$ cat src/rtl/stopwatch_counter_pkg.sv
// Shared types and digit limits for the MM:SS.CC stopwatch.
package stopwatch_pkg;

    typedef enum logic [1:0] {IDLE, RUN, PAUSED} state_t;

    localparam logic [6:0] CS_MAX       = 7'd99;
    localparam logic [3:0] SEC_TENS_MAX = 4'd5;
    localparam logic [3:0] MIN_TENS_MAX = 4'd5;
    localparam logic [3:0] BCD_MAX      = 4'd9;

    typedef struct packed {
        logic [3:0] min_tens;
        logic [3:0] min_ones;
        logic [3:0] sec_tens;
        logic [3:0] sec_ones;
        logic [3:0] cs_tens;
        logic [3:0] cs_ones;
    } bcd_time_t;

endpackage

$ cat src/rtl/stopwatch_counter_if.sv
// Control pulses in, BCD display digits and status out.
interface stopwatch_counter_if;

    logic       tick_in;
    logic       start_stop;
    logic       clear;
    logic       lap;
    logic [3:0] cs_ones;
    logic [3:0] cs_tens;
    logic [3:0] sec_ones;
    logic [3:0] sec_tens;
    logic [3:0] min_ones;
    logic [3:0] min_tens;
    logic       running;
    logic       overflow;

    modport master (
        output tick_in, start_stop, clear, lap,
        input  cs_ones, cs_tens, sec_ones, sec_tens, min_ones, min_tens, running, overflow
    );

    modport slave (
        input  tick_in, start_stop, clear, lap,
        output cs_ones, cs_tens, sec_ones, sec_tens, min_ones, min_tens, running, overflow
    );

endinterface

$ cat src/rtl/stopwatch_counter_bcd_digit_counter.sv
// One BCD digit that wraps at MAX; carry_out is combinational so a whole chain ripples in one cycle.
module bcd_digit_counter
    import stopwatch_pkg::*;
#(
    parameter logic [3:0] MAX = BCD_MAX
) (
    input  logic       clk,
    input  logic       rst_n,
    input  logic       clr,
    input  logic       inc,
    output logic [3:0] q,
    output logic       carry_out
);

    logic [3:0] count;

    always_ff @(posedge clk) begin
        if (!rst_n || clr) begin
            count <= '0;
        end else if (inc) begin
            count <= (count == MAX) ? '0 : count + 4'd1;
        end
    end

    assign q         = count;
    assign carry_out = inc && (count == MAX);

endmodule

$ cat src/rtl/stopwatch_counter.sv
// MM:SS.CC stopwatch driven by a synchronised, edge-detected tick_in level.
// Define STOPWATCH_LAP_HOLD_EN to enable the lap display hold.
module stopwatch_counter
    import stopwatch_pkg::*;
#(
    parameter int TICKS_PER_CS = 10,
    parameter int PRESC_W      = 8
) (
    input  logic                clk,
    input  logic                rst_n,
    stopwatch_counter_if.slave  bus
);

    localparam logic [PRESC_W-1:0] TC_LAST = PRESC_W'(TICKS_PER_CS - 1);

    logic               s1, s2, prev;
    logic               tick_pulse;
    state_t             state;
    logic [PRESC_W-1:0] presc;
    logic               running_q;
    logic               overflow_q;
    logic               cs_step;
    logic [5:0]         carry;
    bcd_time_t          live;
    bcd_time_t          disp;

    assign tick_pulse = s2 & ~prev;
    assign cs_step    = (state == RUN) && tick_pulse && !bus.clear && (presc == TC_LAST);

    always_ff @(posedge clk) begin
        if (!rst_n) begin
            s1         <= 1'b0;
            s2         <= 1'b0;
            prev       <= 1'b0;
            state      <= IDLE;
            presc      <= '0;
            running_q  <= 1'b0;
            overflow_q <= 1'b0;
        end else begin
            s1   <= bus.tick_in;
            s2   <= s1;
            prev <= s2;
            if (bus.clear) begin
                state      <= IDLE;
                presc      <= '0;
                running_q  <= 1'b0;
                overflow_q <= 1'b0;
            end else begin
                // The tick is applied under the state held before any start_stop at this edge.
                if (state == RUN && tick_pulse) begin
                    presc <= (presc == TC_LAST) ? '0 : presc + PRESC_W'(1);
                end
                if (carry[5]) begin
                    overflow_q <= 1'b1;
                end
                if (bus.start_stop) begin
                    case (state)
                        IDLE:    begin state <= RUN;    running_q <= 1'b1; end
                        RUN:     begin state <= PAUSED; running_q <= 1'b0; end
                        PAUSED:  begin state <= RUN;    running_q <= 1'b1; end
                        default: begin state <= IDLE;   running_q <= 1'b0; end
                    endcase
                end
            end
        end
    end

    bcd_digit_counter #(.MAX(4'(CS_MAX % 10))) u_cs_ones (
        .clk(clk), .rst_n(rst_n), .clr(bus.clear), .inc(cs_step),
        .q(live.cs_ones), .carry_out(carry[0])
    );
    bcd_digit_counter #(.MAX(4'(CS_MAX / 10))) u_cs_tens (
        .clk(clk), .rst_n(rst_n), .clr(bus.clear), .inc(carry[0]),
        .q(live.cs_tens), .carry_out(carry[1])
    );
    bcd_digit_counter #(.MAX(BCD_MAX)) u_sec_ones (
        .clk(clk), .rst_n(rst_n), .clr(bus.clear), .inc(carry[1]),
        .q(live.sec_ones), .carry_out(carry[2])
    );
    bcd_digit_counter #(.MAX(SEC_TENS_MAX)) u_sec_tens (
        .clk(clk), .rst_n(rst_n), .clr(bus.clear), .inc(carry[2]),
        .q(live.sec_tens), .carry_out(carry[3])
    );
    bcd_digit_counter #(.MAX(BCD_MAX)) u_min_ones (
        .clk(clk), .rst_n(rst_n), .clr(bus.clear), .inc(carry[3]),
        .q(live.min_ones), .carry_out(carry[4])
    );
    bcd_digit_counter #(.MAX(MIN_TENS_MAX)) u_min_tens (
        .clk(clk), .rst_n(rst_n), .clr(bus.clear), .inc(carry[4]),
        .q(live.min_tens), .carry_out(carry[5])
    );

`ifdef STOPWATCH_LAP_HOLD_EN
    logic      hold;
    bcd_time_t snap;

    // Counting carries on underneath the hold; only the digit outputs freeze.
    always_ff @(posedge clk) begin
        if (!rst_n || bus.clear) begin
            hold <= 1'b0;
            snap <= '0;
        end else if (bus.lap) begin
            if (state == RUN) begin
                hold <= ~hold;
                if (!hold) begin
                    snap <= live;
                end
            end else if (state == PAUSED) begin
                hold <= 1'b0;
            end
        end
    end

    assign disp = hold ? snap : live;
`else
    logic unused_lap;
    assign unused_lap = bus.lap;
    assign disp       = live;
`endif

    assign bus.cs_ones  = disp.cs_ones;
    assign bus.cs_tens  = disp.cs_tens;
    assign bus.sec_ones = disp.sec_ones;
    assign bus.sec_tens = disp.sec_tens;
    assign bus.min_ones = disp.min_ones;
    assign bus.min_tens = disp.min_tens;
    assign bus.running  = running_q;
    assign bus.overflow = overflow_q;

endmodule

$ cat src/flat_wrapper.sv
// flat-port wrapper written by rule: the top's interface ports become plain ports
module stopwatch_counter_flat import stopwatch_pkg::*;
#(
    parameter int TICKS_PER_CS = 10,
    parameter int PRESC_W      = 8
)
  (clk, rst_n, bus_tick_in, bus_start_stop, bus_clear, bus_lap, bus_cs_ones, bus_cs_tens, bus_sec_ones, bus_sec_tens, bus_min_ones, bus_min_tens, bus_running, bus_overflow);
  stopwatch_counter_if bus_i ();
  input  logic clk;
  input  logic rst_n;
  input wire logic [$bits(bus_i.tick_in)-1:0] bus_tick_in;
  input wire logic [$bits(bus_i.start_stop)-1:0] bus_start_stop;
  input wire logic [$bits(bus_i.clear)-1:0] bus_clear;
  input wire logic [$bits(bus_i.lap)-1:0] bus_lap;
  output wire logic [$bits(bus_i.cs_ones)-1:0] bus_cs_ones;
  output wire logic [$bits(bus_i.cs_tens)-1:0] bus_cs_tens;
  output wire logic [$bits(bus_i.sec_ones)-1:0] bus_sec_ones;
  output wire logic [$bits(bus_i.sec_tens)-1:0] bus_sec_tens;
  output wire logic [$bits(bus_i.min_ones)-1:0] bus_min_ones;
  output wire logic [$bits(bus_i.min_tens)-1:0] bus_min_tens;
  output wire logic [$bits(bus_i.running)-1:0] bus_running;
  output wire logic [$bits(bus_i.overflow)-1:0] bus_overflow;
  assign bus_i.tick_in = bus_tick_in;
  assign bus_i.start_stop = bus_start_stop;
  assign bus_i.clear = bus_clear;
  assign bus_i.lap = bus_lap;
  assign bus_cs_ones = bus_i.cs_ones;
  assign bus_cs_tens = bus_i.cs_tens;
  assign bus_sec_ones = bus_i.sec_ones;
  assign bus_sec_tens = bus_i.sec_tens;
  assign bus_min_ones = bus_i.min_ones;
  assign bus_min_tens = bus_i.min_tens;
  assign bus_running = bus_i.running;
  assign bus_overflow = bus_i.overflow;
  stopwatch_counter #(.TICKS_PER_CS(TICKS_PER_CS), .PRESC_W(PRESC_W)) u_core (.clk(clk), .rst_n(rst_n), .bus(bus_i));
endmodule
$ cat config.mk
export PLATFORM = sky130hd
export DESIGN_NAME = stopwatch_counter_flat
export DESIGN_NICKNAME = d
export VERILOG_FILES = /design/src/rtl/stopwatch_counter_pkg.sv /design/src/rtl/stopwatch_counter_if.sv /design/src/rtl/stopwatch_counter_bcd_digit_counter.sv /design/src/rtl/stopwatch_counter.sv /design/src/flat_wrapper.sv
export SDC_FILE = /design/constraint.sdc
export NUM_CORES = 1
export LEC_CHECK = 0
export ABC_AREA = 1
export CAP_MARGIN = 10
export CORE_UTILIZATION = 30
export CTS_BUF_LIST = sky130_fd_sc_hd__clkbuf_16
export DETAILED_ROUTE_END_ITERATION = 10
export PLACE_DENSITY = 0.51
export SLEW_MARGIN = 0
export SYNTH_ARGS = -nofsm -noshare
export SYNTH_HDL_FRONTEND = slang
export SYNTH_SLANG_ARGS = --single-unit
export TNS_END_PERCENT = 30
$ cat constraint.sdc
create_clock -name clk -period 1.37 [get_ports clk]
set_clock_uncertainty 0.05 [all_clocks]
set_input_delay 0.2055 -clock clk [delete_from_list [all_inputs] [get_ports clk]]
set_output_delay 0.2055 -clock clk [all_outputs]
set_load 0.01 [all_outputs]
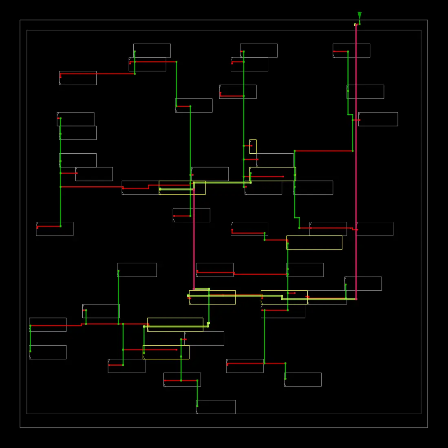
*Clock wiring as the flow saved it*
Sink Count: 39
Num CTS Buffers: 5

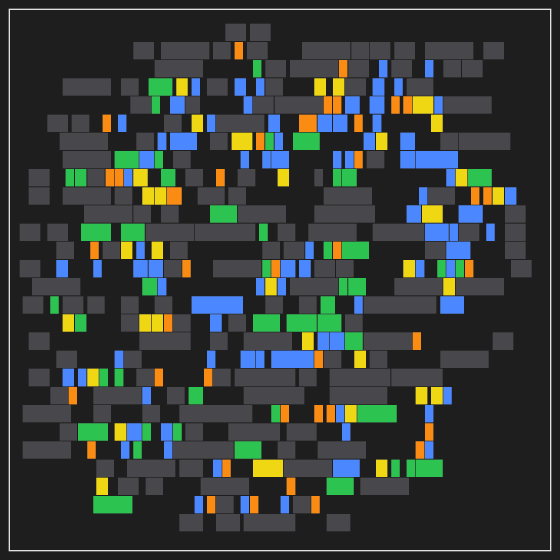
*Logic cells by family*
Key: inv cells = orange [cells 39]; aoi and oai cells = yellow [cells 33]; nand cells = blue [cells 82]; nor cells = green [cells 47]
Top cell excl fill/tap: buf_4
combinational share of cell area: 0.361

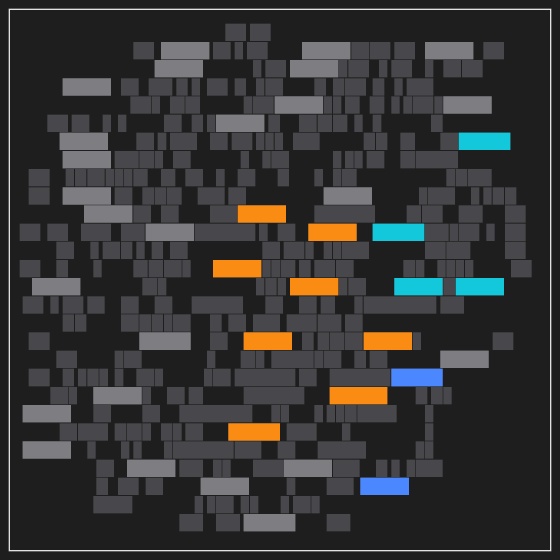
*Register map, names as in the netlist*
Other sequential cells in the stronger gray, the rest of the logic in the fainter gray.
Key: u_core.state = blue [flops 2]; u_core.u_min_ones.q = cyan [flops 4, where middle right]; u_core.presc = orange [flops 8, where center]
Another 25 sequential cells are not colored.

==> reports/metrics.csv <==
metric,value,unit
violations,setup timing,
crit_path_end,u_core.u_sec_tens.q[3]$_SDFFE_PP0N_,
placed_cell_area,2660,µm²
ys_seq_share,0.418,
common_cells,"nand2_1, dfxtp_1, inv_1, nor2_1, a21oi_1",
power.density,891,nW/µm²
synth_cell_type_count,30,
maxPowerGroup,clock,
reg2regPathDepth,10,
p_sw_frac,0.185,
taps,75,
power_switching,501,µW
detail-route-antenna-nets,0,
top_layer,met4,
yosysWarnings,0,
p_int,2210,µW
drv_cap,0,
worst_slew_margin_rel,0.768,
cp_num_buf_inv,3,
syn2layout_area_growth,63.1,%
grt_pass1_vias,1710,
drt_pass1_iterations,4,
final_area,3050,µm²
rows,28,
ff2ff_setup_slack,-0.17,ns
power_frac_comb,0.030,
antenna_cells,0,
seq_power_share,0.422,
final_hold_viol_count,0,
netlist_logic_family_top,simple AND/OR/NAND/NOR gates,
required,1.54,ns
largest_reg_flops,8,
fin_crit_sh,1.12,
holdPathStages,2,
met2_usage,0.238,
drt_wl_total,4.41,mm
bufAreaShareNonClock,0.236,
grt_pass1_wl,7.38,mm
clock.latency.late_pin,0.28,ns
p_clk,1490,µW
p_total,2710,µW
fillCellCount,591,
syn_nets,263,
whs,0.357,ns
cp-start-kind,register,
hp-class,reg -> reg,
grt_usage,0.147,
flops,39,
async_reset_ff_frac,0,
gr-usage-met3,0.0337,
die_x,80.9,µm
clock_tree.root_cell,clkbuf_16,
met3_length,165,µm
setup_slack,-0.169,ns
vias,1894,
n_clock_buffer,5,
vias_per_cell,4.48,
ys_sh_xor,0.0469,
cts.clk_slew.worst_paths,0.06,ns
clock_area_frac,0.0620,
setup_viol,27,
p_seq,1140,µW
drive_above_1_share,0.359,
outcome,"finished, violations left",
comb_cells,175,
